===== src/rtl/apb_master_mux.sv =====
// apb_master_mux: APB4 master with slave decode, per-slave response mux and access timeout; S* = front-end request/response, P* = APB bus, Out_State = FSM state
module apb_master_mux #(
  parameter int NUM_SLAVES = 4,
  parameter int SEL_LSB = 12,
  parameter int TIMEOUT = 255
) (
  input  logic                     PCLK,
  input  logic                     PRESET,
  input  logic                     STREQ,
  output logic                     SRDY,
  input  logic                     SWRT,
  input  logic [31:0]              SADDR,
  input  logic [31:0]              SWDATA,
  input  logic [3:0]               WSTRB,
  input  logic [2:0]               SPROT,
  output logic                     SDONE,
  output logic [31:0]              SRDATA,
  output logic [1:0]               SRESP,
  output logic                     STIMEOUT,
  output logic [31:0]              PADDR,
  output logic [2:0]               PPROT,
  output logic [NUM_SLAVES-1:0]    PSELx,
  output logic                     PENABLE,
  output logic                     PWRITE,
  output logic [31:0]              PWDATA,
  output logic [3:0]               PSTRB,
  input  logic [NUM_SLAVES-1:0]    PREADY,
  input  logic [NUM_SLAVES-1:0]    PSLVERR,
  input  logic [32*NUM_SLAVES-1:0] PRDATA,
  output logic [1:0]               Out_State
);
  typedef enum logic [1:0] {IDLE = 2'd0, SETUP = 2'd1, ACCESS = 2'd2, DECERR = 2'd3} state_t;
  localparam logic [31:0] TO_LAST = 32'(TIMEOUT - 1);
  state_t state;
  logic [3:0] idx;
  logic [31:0] wait_cnt;
  logic [3:0] req_idx;
  logic [15:0] req_sel, rdy16, err16;
  logic [511:0] rd512;
  logic hit, sel_rdy, sel_err, timed_out;
  logic [31:0] sel_rdata;
  // Slave vectors are widened to 16 entries so the 4-bit registered index can select without range issues
  assign req_idx = SADDR[SEL_LSB+3:SEL_LSB];
  assign hit = {1'b0, req_idx} < 5'(NUM_SLAVES);
  assign req_sel = 16'd1 << req_idx;
  assign rdy16 = 16'(PREADY);
  assign err16 = 16'(PSLVERR);
  assign rd512 = 512'(PRDATA);
  assign sel_rdy = rdy16[idx];
  assign sel_err = err16[idx];
  assign sel_rdata = rd512[{idx, 5'd0} +: 32];
  assign timed_out = (TIMEOUT != 0) && (wait_cnt == TO_LAST);
  assign SRDY = state == IDLE;
  assign Out_State = state;
  always_ff @(posedge PCLK) begin
    if (PRESET) begin
      state <= IDLE;
      idx <= '0;
      wait_cnt <= '0;
      PSELx <= '0;
      PENABLE <= 1'b0;
      PADDR <= '0;
      PWDATA <= '0;
      PSTRB <= '0;
      PPROT <= '0;
      PWRITE <= 1'b0;
      SDONE <= 1'b0;
      SRESP <= 2'b00;
      SRDATA <= '0;
      STIMEOUT <= 1'b0;
    end else begin
      SDONE <= 1'b0;
      SRESP <= 2'b00;
      SRDATA <= '0;
      STIMEOUT <= 1'b0;
      case (state)
        IDLE: if (STREQ) begin
          PWRITE <= SWRT;
          PADDR <= SADDR;
          PWDATA <= SWDATA;
          PSTRB <= SWRT ? WSTRB : 4'b0000;
          PPROT <= SPROT;
          idx <= req_idx;
          PSELx <= hit ? req_sel[NUM_SLAVES-1:0] : '0;
          state <= hit ? SETUP : DECERR;
        end
        SETUP: begin
          PENABLE <= 1'b1;
          wait_cnt <= '0;
          state <= ACCESS;
        end
        ACCESS: if (sel_rdy) begin
          state <= IDLE;
          PSELx <= '0;
          PENABLE <= 1'b0;
          SDONE <= 1'b1;
          SRESP <= sel_err ? 2'b10 : 2'b00;
          SRDATA <= PWRITE ? 32'd0 : sel_rdata;
        end else if (timed_out) begin
          state <= IDLE;
          PSELx <= '0;
          PENABLE <= 1'b0;
          SDONE <= 1'b1;
          SRESP <= 2'b10;
          STIMEOUT <= 1'b1;
        end else begin
          wait_cnt <= wait_cnt + 32'd1;
        end
        DECERR: begin
          state <= IDLE;
          SDONE <= 1'b1;
          SRESP <= 2'b11;
        end
      endcase
    end
  end
endmodule


===== config.mk =====
export PLATFORM = sky130hd
export DESIGN_NAME = apb_master_mux
export DESIGN_NICKNAME = d
export VERILOG_FILES = /design/src/rtl/apb_master_mux.sv
export SDC_FILE = /design/constraint.sdc
export NUM_CORES = 1
export LEC_CHECK = 0
export CAP_MARGIN = 40
export CORE_ASPECT_RATIO = 1.25
export CORE_UTILIZATION = 40
export DETAILED_ROUTE_END_ITERATION = 10
export PLACE_DENSITY = 0.83
export SLEW_MARGIN = 20
export SYNTH_ARGS = -nofsm -noshare
export SYNTH_HDL_FRONTEND = slang
export SYNTH_SLANG_ARGS = --single-unit

===== constraint.sdc =====
create_clock -name PCLK -period 2.7 [get_ports PCLK]
set_clock_uncertainty 0.05 [all_clocks]
set_input_delay 0.54 -clock PCLK [delete_from_list [all_inputs] [get_ports PCLK]]
set_output_delay 0.54 -clock PCLK [all_outputs]
set_load 0.05 [all_outputs]

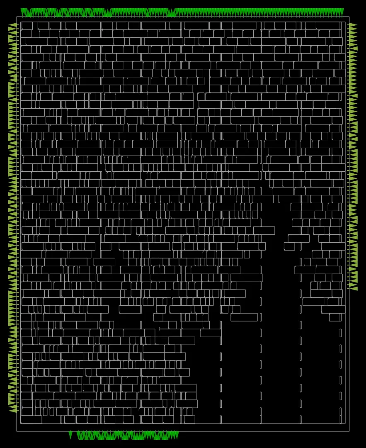
Fig. 1. Placed standard cells (run 1).
filler instances: 1233
sequential cell area share: 27.86%
sequential cells: 147
end-of-flow core utilization: 67.87%
number of well taps: 212

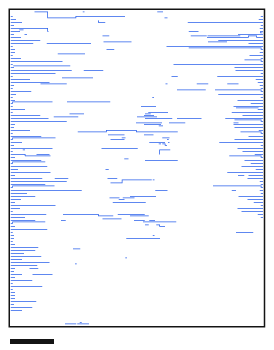
Fig. 2. Signal wires on met3 (run 1).
Scale bar: 20 um.
The wires run mostly horizontal. The longest straight run is 43.5 um. 219 nets have wire on it. The layer carries 2140 um of wire. The layer holds 9.6% of the routed length.

==> results.txt, run 1 <==
run metrics: list of most frequent post-synthesis cells sky130_fd_sc_hd__nand2_1, sky130_fd_sc_hd__dfxtp_1, sky130_fd_sc_hd__a21oi_1, initial antenna violation count 0, Final Hold Viols 0, clock tree from TritonCTS built, Inverters 10, area share of the largest cell type after synthesis about 46%, met2 wire length around 11000 um, DR pass1 iterations 6, YS warnings 0, fraction of cell area in non-clock buffers 33.34%, reported leakage power about 3.8 nW, post-synthesis cell type with the largest combined area sky130_fd_sc_hd__dfxtp_1, result of the run finished, final reports clean, internal power contribution about 5.0 mW, most used cells in the layout excluding fill and tap cells sky130_fd_sc_hd__clkdlybuf4s50_1, sky130_fd_sc_hd__nand2_1, sky130_fd_sc_hd__dfxtp_1, multiplexer area fraction after synthesis between 10% and 20%, worst supply voltage drop on vdd between 500 and 600 uV, leading cell types by total area after synthesis sky130_fd_sc_hd__dfxtp_1, sky130_fd_sc_hd__mux4_2, sky130_fd_sc_hd__nand2_1, sky130_fd_sc_hd__a21oi_1, sky130_fd_sc_hd__nor2b_1, total combinational power 3.20 mW, number of antenna diodes 0, number of placed instances with taps included 1239, WL met3 about 2100 um, met2 capacity usage during global routing about 45%, Post-Synth AOI/OAI Area approximately 14%, achievable clock frequency approximately 420 MHz, startpoint type of the worst setup path flip-flop, area figure in the yosys stat output around 6400 um2, aggregate negative setup slack 0 ns, post-synthesis instance total roughly 720, CTS H-Tree Depth 4, Layout Cell Area excl Fill between 10000 and 15000 um2, final-report setup violation count 0, time the worst path needs with I/O delays and setup between 2 and 2.5 ns, wire length of the first global-routing pass approximately 33000 um, Max stage delay cell, worst path sky130_fd_sc_hd__dlygate4sd2_1, r2r startpoint wait_cnt[0]$_SDFFE_PP0P_, Root Buffer Master sky130_fd_sc_hd__clkbuf_16, pin slew with the least headroom to its limit just over 0.6 ns, Most common reg cell sky130_fd_sc_hd__dfxtp_1, met3 layer usage reported by global route 9.847%, Init Core Util 41.02%, number of gates on the worst path with buffers counted 3, via total after detailed routing roughly 6800, uppermost signal routing layer after detailed routing met4, footprint of the multi-input gates 3218 um2
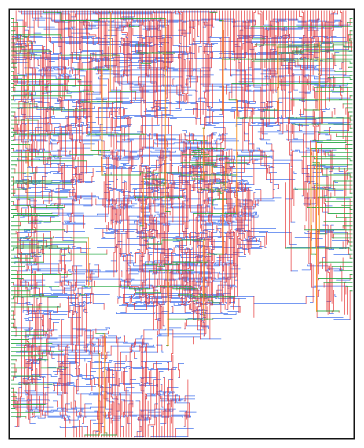
Fig. 3. Metal layers overlaid (run 1).
metal 4: drawn in orange, wire length 630 um. metal 3: drawn in green, wire length 2140 um. metal 2: drawn in red, wire length 11100 um. metal 1: drawn in blue, wire length 8290 um.

==> run 2, diff against run 1 <==
SKIP_LAST_GASP = 1   (was unset)
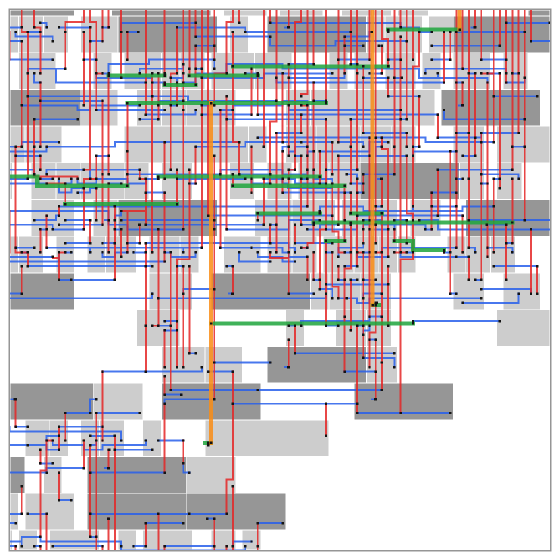
Fig. 4. Layout detail (run 2).
Region (38, 23) to (78, 63) um. Cells in gray, sequential cells in the stronger gray; small squares are vias.
metal 3: drawn in green. metal 1: drawn in blue. metal 2: drawn in red. metal 4: drawn in orange.
Netlist names of flops here include wait_cnt (13), PWDATA (3). 115 logic cells have their middle in the window. Sequential cells in the window: 17. Most frequent: nand2_1 (18), dfxtp_1 (17), a21oi_1 (12).

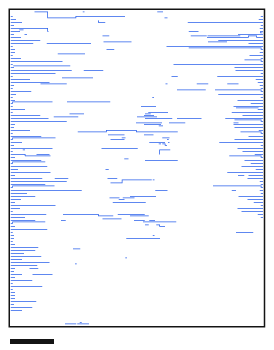
Fig. 5. Signal wires on met3 (run 2).
Scale bar: 20 um.
The layer holds 9.6% of the routed length. The layer carries 2140 um of wire.

==> results.txt, run 2 <==
run metrics: result of the run finished, final reports clean, fraction of cell area in non-clock buffers between 30% and 40%, number of placed instances with taps included about 1200, worst supply voltage drop on vdd ~590 uV, wire length of the first global-routing pass around 33000 um, post-synthesis cell type with the largest combined area sky130_fd_sc_hd__dfxtp_1, multiplexer area fraction after synthesis approximately 12%, clock tree from TritonCTS built, met2 wire length 11150 um, Inverters 10, YS warnings 0, sequential cell area share 27.86%, pin slew with the least headroom to its limit 0.6068 ns, Root Buffer Master sky130_fd_sc_hd__clkbuf_16, number of well taps 212, filler instances roughly 1200, total combinational power around 3.2 mW, end-of-flow core utilization between 60% and 70%, Final Hold Viols 0, Max stage delay cell, worst path sky130_fd_sc_hd__dlygate4sd2_1, Layout Cell Area excl Fill between 10000 and 15000 um2, sequential cells ~150, Most common reg cell sky130_fd_sc_hd__dfxtp_1, area share of the largest cell type after synthesis 46.08%, internal power contribution about 5.0 mW, met3 layer usage reported by global route 9.847%, final-report setup violation count 0, number of antenna diodes 0, area figure in the yosys stat output 6386 um2, WL met3 2138 um, Init Core Util around two fifths, DR pass1 iterations 6, post-synthesis instance total 720, reported leakage power around 3.8 nW, uppermost signal routing layer after detailed routing met4, startpoint type of the worst setup path flip-flop, time the worst path needs with I/O delays and setup about 2.4 ns, crit path to SRDY, leading cell types by total area after synthesis sky130_fd_sc_hd__dfxtp_1, sky130_fd_sc_hd__mux4_2, sky130_fd_sc_hd__nand2_1, sky130_fd_sc_hd__a21oi_1, sky130_fd_sc_hd__nor2b_1, met2 capacity usage during global routing roughly 45%, most used cells in the layout excluding fill and tap cells sky130_fd_sc_hd__clkdlybuf4s50_1, sky130_fd_sc_hd__nand2_1, sky130_fd_sc_hd__dfxtp_1, footprint of the multi-input gates around 3200 um2, CTS H-Tree Depth 4
==> run 3, diff against run 2 <==
ABC_CLOCK_PERIOD_IN_PS = 2700   (was unset)
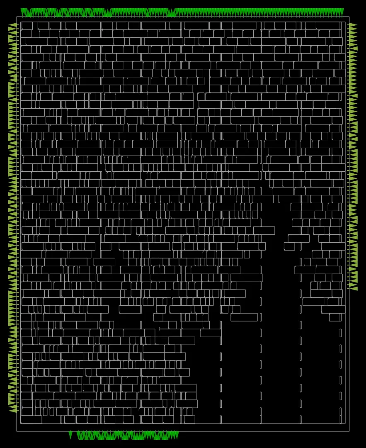
Fig. 6. Placed standard cells (run 3).
core region area: 15570 um2
row cnt: 51

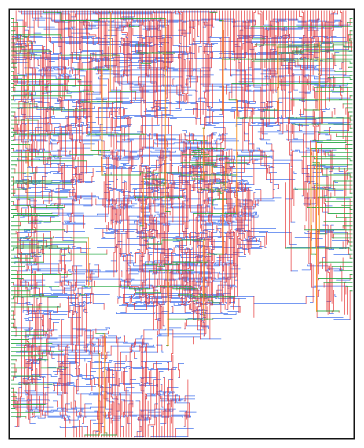
Fig. 7. Metal layers overlaid (run 3).
metal 4: drawn in orange, wire length 630 um. metal 2: drawn in red, wire length 11100 um. metal 1: drawn in blue, wire length 8290 um. metal 3: drawn in green, wire length 2140 um.

==> results.txt, run 3 <==
run metrics: list of most frequent post-synthesis cells sky130_fd_sc_hd__nand2_1, sky130_fd_sc_hd__dfxtp_1, sky130_fd_sc_hd__a21oi_1, post-synthesis instance total 720, uppermost signal routing layer after detailed routing met4, number of placed instances with taps included approximately 1200, post-synthesis cell type with the largest combined area sky130_fd_sc_hd__dfxtp_1, met3 layer usage reported by global route 9.847%, worst supply voltage drop on vdd 587.9 uV, fraction of cell area in non-clock buffers between 30 and 40%, Final Hold Viols 0, crit path to SRDY, Post-Synth AOI/OAI Area a little over an eighth, met2 capacity usage during global routing between 40% and 50%, aggregate negative setup slack 0 ns, WL met3 about 2100 um, multiplexer area fraction after synthesis roughly 12%, total combinational power roughly 3.2 mW, met2 wire length approximately 11000 um, result of the run finished, final reports clean, Inverters 10, area figure in the yosys stat output about 6400 um2, reported leakage power between 3 and 4 nW, achievable clock frequency roughly 420 MHz, internal power contribution 5.042 mW, area share of the largest cell type after synthesis ~46%, number of well taps between 200 and 250, Port Buf Inserts 326, most used cells in the layout excluding fill and tap cells sky130_fd_sc_hd__clkdlybuf4s50_1, sky130_fd_sc_hd__nand2_1, sky130_fd_sc_hd__dfxtp_1, sequential cells between 100 and 150, leading cell types by total area after synthesis sky130_fd_sc_hd__dfxtp_1, sky130_fd_sc_hd__mux4_2, sky130_fd_sc_hd__nand2_1, sky130_fd_sc_hd__a21oi_1, sky130_fd_sc_hd__nor2b_1, time the worst path needs with I/O delays and setup around 2.4 ns, Root Buffer Master sky130_fd_sc_hd__clkbuf_16, initial antenna violation count 0, clock tree from TritonCTS built, via total after detailed routing 6760, r2r startpoint wait_cnt[0]$_SDFFE_PP0P_, sequential cell area share ~28%, filler instances between 1000 and 1500, wire length of the first global-routing pass 33420 um, Max stage delay cell, worst path sky130_fd_sc_hd__dlygate4sd2_1, YS warnings 0, pin slew with the least headroom to its limit a little over 0.6 ns, startpoint type of the worst setup path flip-flop, end-of-flow core utilization roughly two thirds, DR pass1 iterations 6, Layout Cell Area excl Fill between 10000 and 15000 um2, CTS H-Tree Depth 4, number of antenna diodes 0
No activity file was given, so power comes from the tool's default toggle rates.
